Figure 1. Metal 1 (run 1).
Drawn at 3 px/um. Supply wires on this layer in gray.
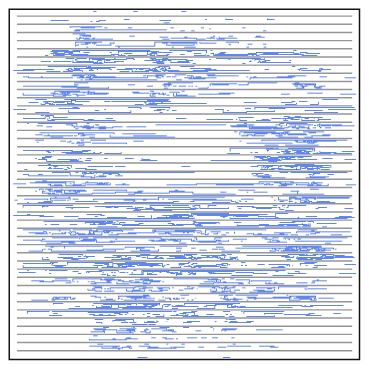
Figure 2. The metal 2 layer (run 1).
Drawn at 2 px/um. Cells faint in the background.
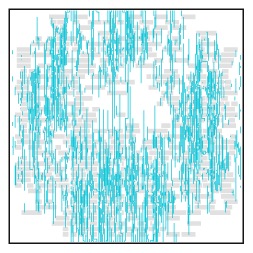
Figure 3. Metal 3 (run 1).
Drawn at 3 px/um.
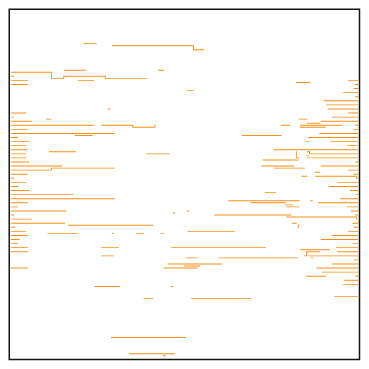
Figure 4. Signal wires on met4 (run 1).
Drawn at 3 px/um. Supply wires on this layer in gray.
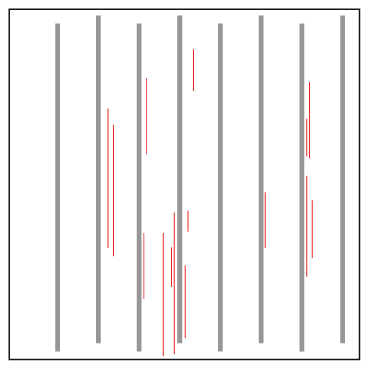
$ cat src/rtl/mips_alu_pkg.sv
// Shared ALU select codes and the MIPS opcode/funct values decoded
// by the issue stage.
package mips_alu_pkg;

  localparam logic [2:0] ALU_ADD = 3'b000;
  localparam logic [2:0] ALU_SHL = 3'b001;
  localparam logic [2:0] ALU_SUB = 3'b010;
  localparam logic [2:0] ALU_XOR = 3'b100;
  localparam logic [2:0] ALU_SHR = 3'b101;
  localparam logic [2:0] ALU_OR  = 3'b110;
  localparam logic [2:0] ALU_AND = 3'b111;

  localparam logic [5:0] OP_RTYPE = 6'h00;
  localparam logic [5:0] OP_BEQ   = 6'h04;
  localparam logic [5:0] OP_BNE   = 6'h05;
  localparam logic [5:0] OP_ADDI  = 6'h08;
  localparam logic [5:0] OP_ADDIU = 6'h09;
  localparam logic [5:0] OP_ANDI  = 6'h0C;
  localparam logic [5:0] OP_ORI   = 6'h0D;
  localparam logic [5:0] OP_XORI  = 6'h0E;
  localparam logic [5:0] OP_LUI   = 6'h0F;
  localparam logic [5:0] OP_LW    = 6'h23;
  localparam logic [5:0] OP_SW    = 6'h2B;

  localparam logic [5:0] FN_SLL  = 6'h00;
  localparam logic [5:0] FN_SRL  = 6'h02;
  localparam logic [5:0] FN_ADD  = 6'h20;
  localparam logic [5:0] FN_ADDU = 6'h21;
  localparam logic [5:0] FN_SUB  = 6'h22;
  localparam logic [5:0] FN_SUBU = 6'h23;
  localparam logic [5:0] FN_AND  = 6'h24;
  localparam logic [5:0] FN_OR   = 6'h25;
  localparam logic [5:0] FN_XOR  = 6'h26;

  typedef enum logic [1:0] {
    A_ZERO, A_RS, A_RT, A_IMMZ
  } a_src_e;

  typedef enum logic [2:0] {
    B_ZERO, B_RT, B_SHAMT, B_IMMS, B_IMMZ, B_K16
  } b_src_e;

endpackage

$ cat src/rtl/alu_op_decode.sv
// Combinational opcode/funct decode into ALU select and operand pair.
// Unsupported encodings yield ADD of 0,0 with the illegal flag set.
module alu_op_decode
  import mips_alu_pkg::*;
#(
  parameter int WIDTH = 32
) (
  input  logic [5:0]       i_opcode,
  input  logic [5:0]       i_funct,
  input  logic [4:0]       i_shamt,
  input  logic [15:0]      i_imm,
  input  logic [WIDTH-1:0] i_rs,
  input  logic [WIDTH-1:0] i_rt,
  output logic [2:0]       o_sel,
  output logic [WIDTH-1:0] o_a,
  output logic [WIDTH-1:0] o_b,
  output logic             o_illegal
);

  logic   w_r;
  logic   w_r_add, w_r_sub, w_r_and, w_r_or, w_r_xor;
  logic   w_r_sll, w_r_srl;
  logic   w_i_add, w_i_br, w_i_and, w_i_or, w_i_xor, w_i_lui;
  a_src_e w_a_src;
  b_src_e w_b_src;

  assign w_r     = (i_opcode == OP_RTYPE);
  assign w_r_add = w_r && (i_funct == FN_ADD || i_funct == FN_ADDU);
  assign w_r_sub = w_r && (i_funct == FN_SUB || i_funct == FN_SUBU);
  assign w_r_and = w_r && (i_funct == FN_AND);
  assign w_r_or  = w_r && (i_funct == FN_OR);
  assign w_r_xor = w_r && (i_funct == FN_XOR);
  assign w_r_sll = w_r && (i_funct == FN_SLL);
  assign w_r_srl = w_r && (i_funct == FN_SRL);

  assign w_i_add = (i_opcode == OP_ADDI) || (i_opcode == OP_ADDIU)
                || (i_opcode == OP_LW)   || (i_opcode == OP_SW);
  assign w_i_br  = (i_opcode == OP_BEQ) || (i_opcode == OP_BNE);
  assign w_i_and = (i_opcode == OP_ANDI);
  assign w_i_or  = (i_opcode == OP_ORI);
  assign w_i_xor = (i_opcode == OP_XORI);
  assign w_i_lui = (i_opcode == OP_LUI);

  always_comb begin
    o_sel     = ALU_ADD;
    w_a_src   = A_ZERO;
    w_b_src   = B_ZERO;
    o_illegal = 1'b0;
    unique case (1'b1)
      w_r_add: begin o_sel = ALU_ADD; w_a_src = A_RS; w_b_src = B_RT; end
      w_r_sub: begin o_sel = ALU_SUB; w_a_src = A_RS; w_b_src = B_RT; end
      w_r_and: begin o_sel = ALU_AND; w_a_src = A_RS; w_b_src = B_RT; end
      w_r_or:  begin o_sel = ALU_OR;  w_a_src = A_RS; w_b_src = B_RT; end
      w_r_xor: begin o_sel = ALU_XOR; w_a_src = A_RS; w_b_src = B_RT; end
      w_r_sll: begin o_sel = ALU_SHL; w_a_src = A_RT; w_b_src = B_SHAMT; end
      w_r_srl: begin o_sel = ALU_SHR; w_a_src = A_RT; w_b_src = B_SHAMT; end
      w_i_add: begin o_sel = ALU_ADD; w_a_src = A_RS; w_b_src = B_IMMS; end
      w_i_br:  begin o_sel = ALU_SUB; w_a_src = A_RS; w_b_src = B_RT; end
      w_i_and: begin o_sel = ALU_AND; w_a_src = A_RS; w_b_src = B_IMMZ; end
      w_i_or:  begin o_sel = ALU_OR;  w_a_src = A_RS; w_b_src = B_IMMZ; end
      w_i_xor: begin o_sel = ALU_XOR; w_a_src = A_RS; w_b_src = B_IMMZ; end
      w_i_lui: begin o_sel = ALU_SHL; w_a_src = A_IMMZ; w_b_src = B_K16; end
      default: o_illegal = 1'b1;
    endcase
  end

  always_comb begin
    o_a = '0;
    unique case (w_a_src)
      A_RS:    o_a = i_rs;
      A_RT:    o_a = i_rt;
      A_IMMZ:  o_a = {{(WIDTH-16){1'b0}}, i_imm};
      default: o_a = '0;
    endcase
  end

  always_comb begin
    o_b = '0;
    unique case (w_b_src)
      B_RT:    o_b = i_rt;
      B_SHAMT: o_b = {{(WIDTH-5){1'b0}}, i_shamt};
      B_IMMS:  o_b = {{(WIDTH-16){i_imm[15]}}, i_imm};
      B_IMMZ:  o_b = {{(WIDTH-16){1'b0}}, i_imm};
      B_K16:   o_b = WIDTH'(16);
      default: o_b = '0;
    endcase
  end

endmodule

$ cat src/rtl/alu_issue_stage.sv
// ID/EX pipeline register feeding the ALU; flush beats stall beats load,
// and an empty ID slot loads zeros so no stale operands reach EX.
module alu_issue_stage
  import mips_alu_pkg::*;
#(
  parameter int WIDTH = 32
) (
  input  logic             clk,
  input  logic             rst_n,
  input  logic             id_valid,
  input  logic [5:0]       id_opcode,
  input  logic [5:0]       id_funct,
  input  logic [4:0]       id_shamt,
  input  logic [15:0]      id_imm,
  input  logic [WIDTH-1:0] id_rs_data,
  input  logic [WIDTH-1:0] id_rt_data,
  input  logic             stall,
  input  logic             flush,
  output logic             ex_valid,
  output logic [2:0]       ex_alu_sel,
  output logic [WIDTH-1:0] ex_alu_a,
  output logic [WIDTH-1:0] ex_alu_b,
  output logic             ex_illegal
);

  logic [2:0]       w_sel;
  logic [WIDTH-1:0] w_a;
  logic [WIDTH-1:0] w_b;
  logic             w_illegal;

  logic             r_valid;
  logic [2:0]       r_sel;
  logic [WIDTH-1:0] r_a;
  logic [WIDTH-1:0] r_b;
  logic             r_illegal;

  alu_op_decode #(.WIDTH(WIDTH)) u_dec (
    .i_opcode  (id_opcode),
    .i_funct   (id_funct),
    .i_shamt   (id_shamt),
    .i_imm     (id_imm),
    .i_rs      (id_rs_data),
    .i_rt      (id_rt_data),
    .o_sel     (w_sel),
    .o_a       (w_a),
    .o_b       (w_b),
    .o_illegal (w_illegal)
  );

  always_ff @(posedge clk or negedge rst_n) begin
    if (!rst_n) begin
      r_valid   <= 1'b0;
      r_sel     <= ALU_ADD;
      r_a       <= '0;
      r_b       <= '0;
      r_illegal <= 1'b0;
    end else if (flush) begin
      r_valid   <= 1'b0;
      r_sel     <= ALU_ADD;
      r_a       <= '0;
      r_b       <= '0;
      r_illegal <= 1'b0;
    end else if (!stall) begin
      r_valid   <= id_valid;
      r_sel     <= id_valid ? w_sel : ALU_ADD;
      r_a       <= id_valid ? w_a : '0;
      r_b       <= id_valid ? w_b : '0;
      r_illegal <= id_valid & w_illegal;
    end
  end

  assign ex_valid   = r_valid;
  assign ex_alu_sel = r_sel;
  assign ex_alu_a   = r_a;
  assign ex_alu_b   = r_b;
  assign ex_illegal = r_illegal;

endmodule

$ cat config.mk
export PLATFORM = sky130hd
export DESIGN_NAME = alu_issue_stage
export DESIGN_NICKNAME = d
export VERILOG_FILES = /design/src/rtl/mips_alu_pkg.sv /design/src/rtl/alu_op_decode.sv /design/src/rtl/alu_issue_stage.sv
export SDC_FILE = /design/constraint.sdc
export NUM_CORES = 1
export LEC_CHECK = 0
export CAP_MARGIN = 10
export CORE_MARGIN = 2
export CORE_UTILIZATION = 30
export CTS_BUF_LIST = sky130_fd_sc_hd__clkbuf_8
export CTS_CLUSTER_SIZE = 14
export DETAILED_ROUTE_END_ITERATION = 10
export PLACE_DENSITY = 0.62
export SYNTH_ARGS = -nofsm -noshare
export SYNTH_HDL_FRONTEND = slang
export SYNTH_HIERARCHICAL = 1
export SYNTH_SLANG_ARGS = --single-unit
$ cat constraint.sdc
create_clock -name clk -period 0.8 [get_ports clk]
set_input_delay 0.16 -clock clk [delete_from_list [all_inputs] [get_ports clk]]
set_output_delay 0.16 -clock clk [all_outputs]
set_load 0.1 [all_outputs]
==> reports/results.tsv, run 1 <==
stage	metric	value	unit
placement	portBuffers	170	
pwr	p_clk_share	35.9	%
flow_run	warning_count	29	
die	ios	171	
timing	layout_setup_ws	-0.987	ns
critical_path	regToRegStartpoint	ex_alu_a[6]$_DFFE_PN0P_	
clock_tree	clk_latency	0.35	ns
die	fp-row-count	41	
timing	rsz0062_at_grt	true	
critical_path	critPathCaptureType	flop	
detailed_routing	dr_wl_met3	1.27	mm
timing	finalSetupViolCount	138	
critical_path	crit_arrival	2.03	ns
critical_path	cp.required	1.04	ns
global_routing	gr-total-overflow	0	
placement	post-dp-hpwl	10.2	mm
layout	final_util	63.5	%
clock_tree	clkTransAtPathRegs	0.08	ns
die	fp_util	30.3	%
clock_tree	max-clock-path-buffers	2	
layout	logic_gates	240	
run_status	violations	setup timing	
run_status	status	finished with violations	
pwr	power_leader	registers	
About Figure 1:
main direction: horizontal
nets with wire on the layer: 597
share of all routed wire: 40%
wire length on this layer: 6440 um
M1 GR Usage: 29.1%
total number of vias: 4332
Total Wirelength: 16.1 mm

About Figure 2:
wire length on this layer: 8000 um
main direction: vertical
longest straight run: 43.2 um

About Figure 3:
longest straight run: 34.3 um
wire length on this layer: 1270 um
main direction: horizontal
nets with wire on the layer: 130
met3 GRT Util: 6.28%

About Figure 4:
longest straight run: 46.9 um
wire length on this layer: 390 um
nets with wire on the layer: 12
share of all routed wire: 2.4%
main direction: vertical

run 1: worst max-delay path by stage:
stage                               end  cells past startpoint
2_1_floorplan  ex_alu_b[14]$_DFFE_PN0P_                      8
3_3_place_gp    ex_alu_b[8]$_DFFE_PN0P_                      8
3_5_place_dp    ex_alu_b[8]$_DFFE_PN0P_                      8
4_1_cts         ex_alu_b[9]$_DFFE_PN0P_                      9
5_1_grt         ex_alu_b[4]$_DFFE_PN0P_                     10
6_report        ex_alu_b[9]$_DFFE_PN0P_                     10
run 1: timing repair:
action | 4_1_cts | 5_1_grt
gates cloned | 7 | 1
endpoints found under the setup margin | 138 | 138
hold buffers | 1 | 0
pin swaps | 38 | 33
hold endpoints to repair | 69 | 0
buffers inserted | 9 | 8
gates resized | 120 | 43
==> run 2: changes to the inputs <==
--- a/config.mk
+++ b/config.mk
@@ -6,6 +6,7 @@
 export NUM_CORES = 1
 export LEC_CHECK = 0
 export CAP_MARGIN = 10
+export CORE_ASPECT_RATIO = 1.4
 export CORE_MARGIN = 2
 export CORE_UTILIZATION = 30
 export CTS_BUF_LIST = sky130_fd_sc_hd__clkbuf_8
==> constraint.sdc (replaced) <==
create_clock -name clk -period 0.8 [get_ports clk]
set_input_delay 0.16 -clock clk [delete_from_list [all_inputs] [get_ports clk]]
set_output_delay 0.16 -clock clk [all_outputs]
set_load 0.01 [all_outputs]
Figure 5. Placement view (run 2).
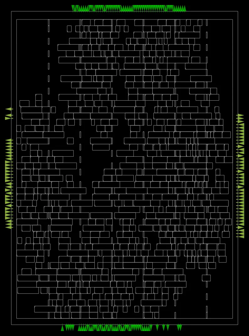
num tapcells: 150
FF+latch count: 69
Site Rows: 48
post-layout util: 56.6%
number of fill cells: 1056

Figure 6. The metal 2 layer (run 2).
Drawn at 2 px/um. Cells faint in the background.
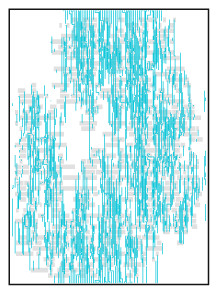
wire length on this layer: 8650 um
share of all routed wire: 53%
longest straight run: 50.8 um
nets with wire on the layer: 671

==> reports/results.tsv, run 2 <==
stage	metric	value	unit	change
run_status	violations	setup timing		
timing	layout_setup_ws	-0.934	ns	+0.0533 ns
timing	finalSetupViolCount	137		-0.72%
die	fp_util	30.7	%	+0.38 points
clock_tree	clk_latency	0.34	ns	about the same
clock_tree	clkTransAtPathRegs	0.08	ns	about the same
critical_path	crit_arrival	2.03	ns	about the same
critical_path	critPathCaptureType	flop		
logic_synthesis	mux_area_share	0.265	%	
global_routing	met1_usage	26.4	%	-2.6 points
global_routing	gr-total-overflow	0		unchanged
placement	post-dp-hpwl	10.9	mm	+6.3%
layout	logic_gates	240		unchanged
clock_tree	ctsHoldBuffers	1		unchanged
pwr	p_per_area	1260	mW/mm2	
timing	rsz0062_at_grt	true		
critical_path	cp.required	1.09	ns	+0.05 ns
critical_path	critPathCapture	ex_alu_b[2]$_DFFE_PN0P_		
layout	buffers	284		
detailed_routing	via_count	4438		+2.4%
run_status	status	finished with violations		
critical_path	regToRegStartpoint	ex_alu_b[18]$_DFFE_PN0P_		
detailed_routing	routedWlPerCell	20.8	um	
clock_tree	cts_resized	407		+240%
critical_path	crit_cells	9		-1
die	ios	171		unchanged
critical_path	path_max_fanout	5		
global_routing	grt_use_met3	4.03	%	-2.2 points
flow_run	warning_count	29		unchanged
-- run 2: cell counts after synthesis --
Identical to the previous run, type by type.
-- run 2: cell families (layout without fill, tap and decap cells) --
family / count (synthesis) / in the layout
buf+inv: 59 / 319
compound gates: 166 / 167
xor+xnor: 3 / 3
simple gates: 69 / 69
flops: 69 / 69
mux: 1 / 1
-- run 2: worst reg2reg max path, cell delays in order (launching register included) --
cell and delay, ns:
dfrtp_1 0.39, buf_4 0.13, buf_4 0.12, a32o_1 0.21
-- run 2: per-layer routing --
metal | share of wire [%] | vias up
met3 | 5.1 | 42
met5 | 0 | -
met2 | 53 | 187
met1 | 37 | 2223
met4 | 4.2 | 0
li1 | - | 1986
-- run 2: power breakdown --
group	switching, mW	internal (mW)
Combinational	0.942	1.04
Clock	1.38	1.83
Sequential	0.0333	3.53
Power and IR drop assume default switching activity.
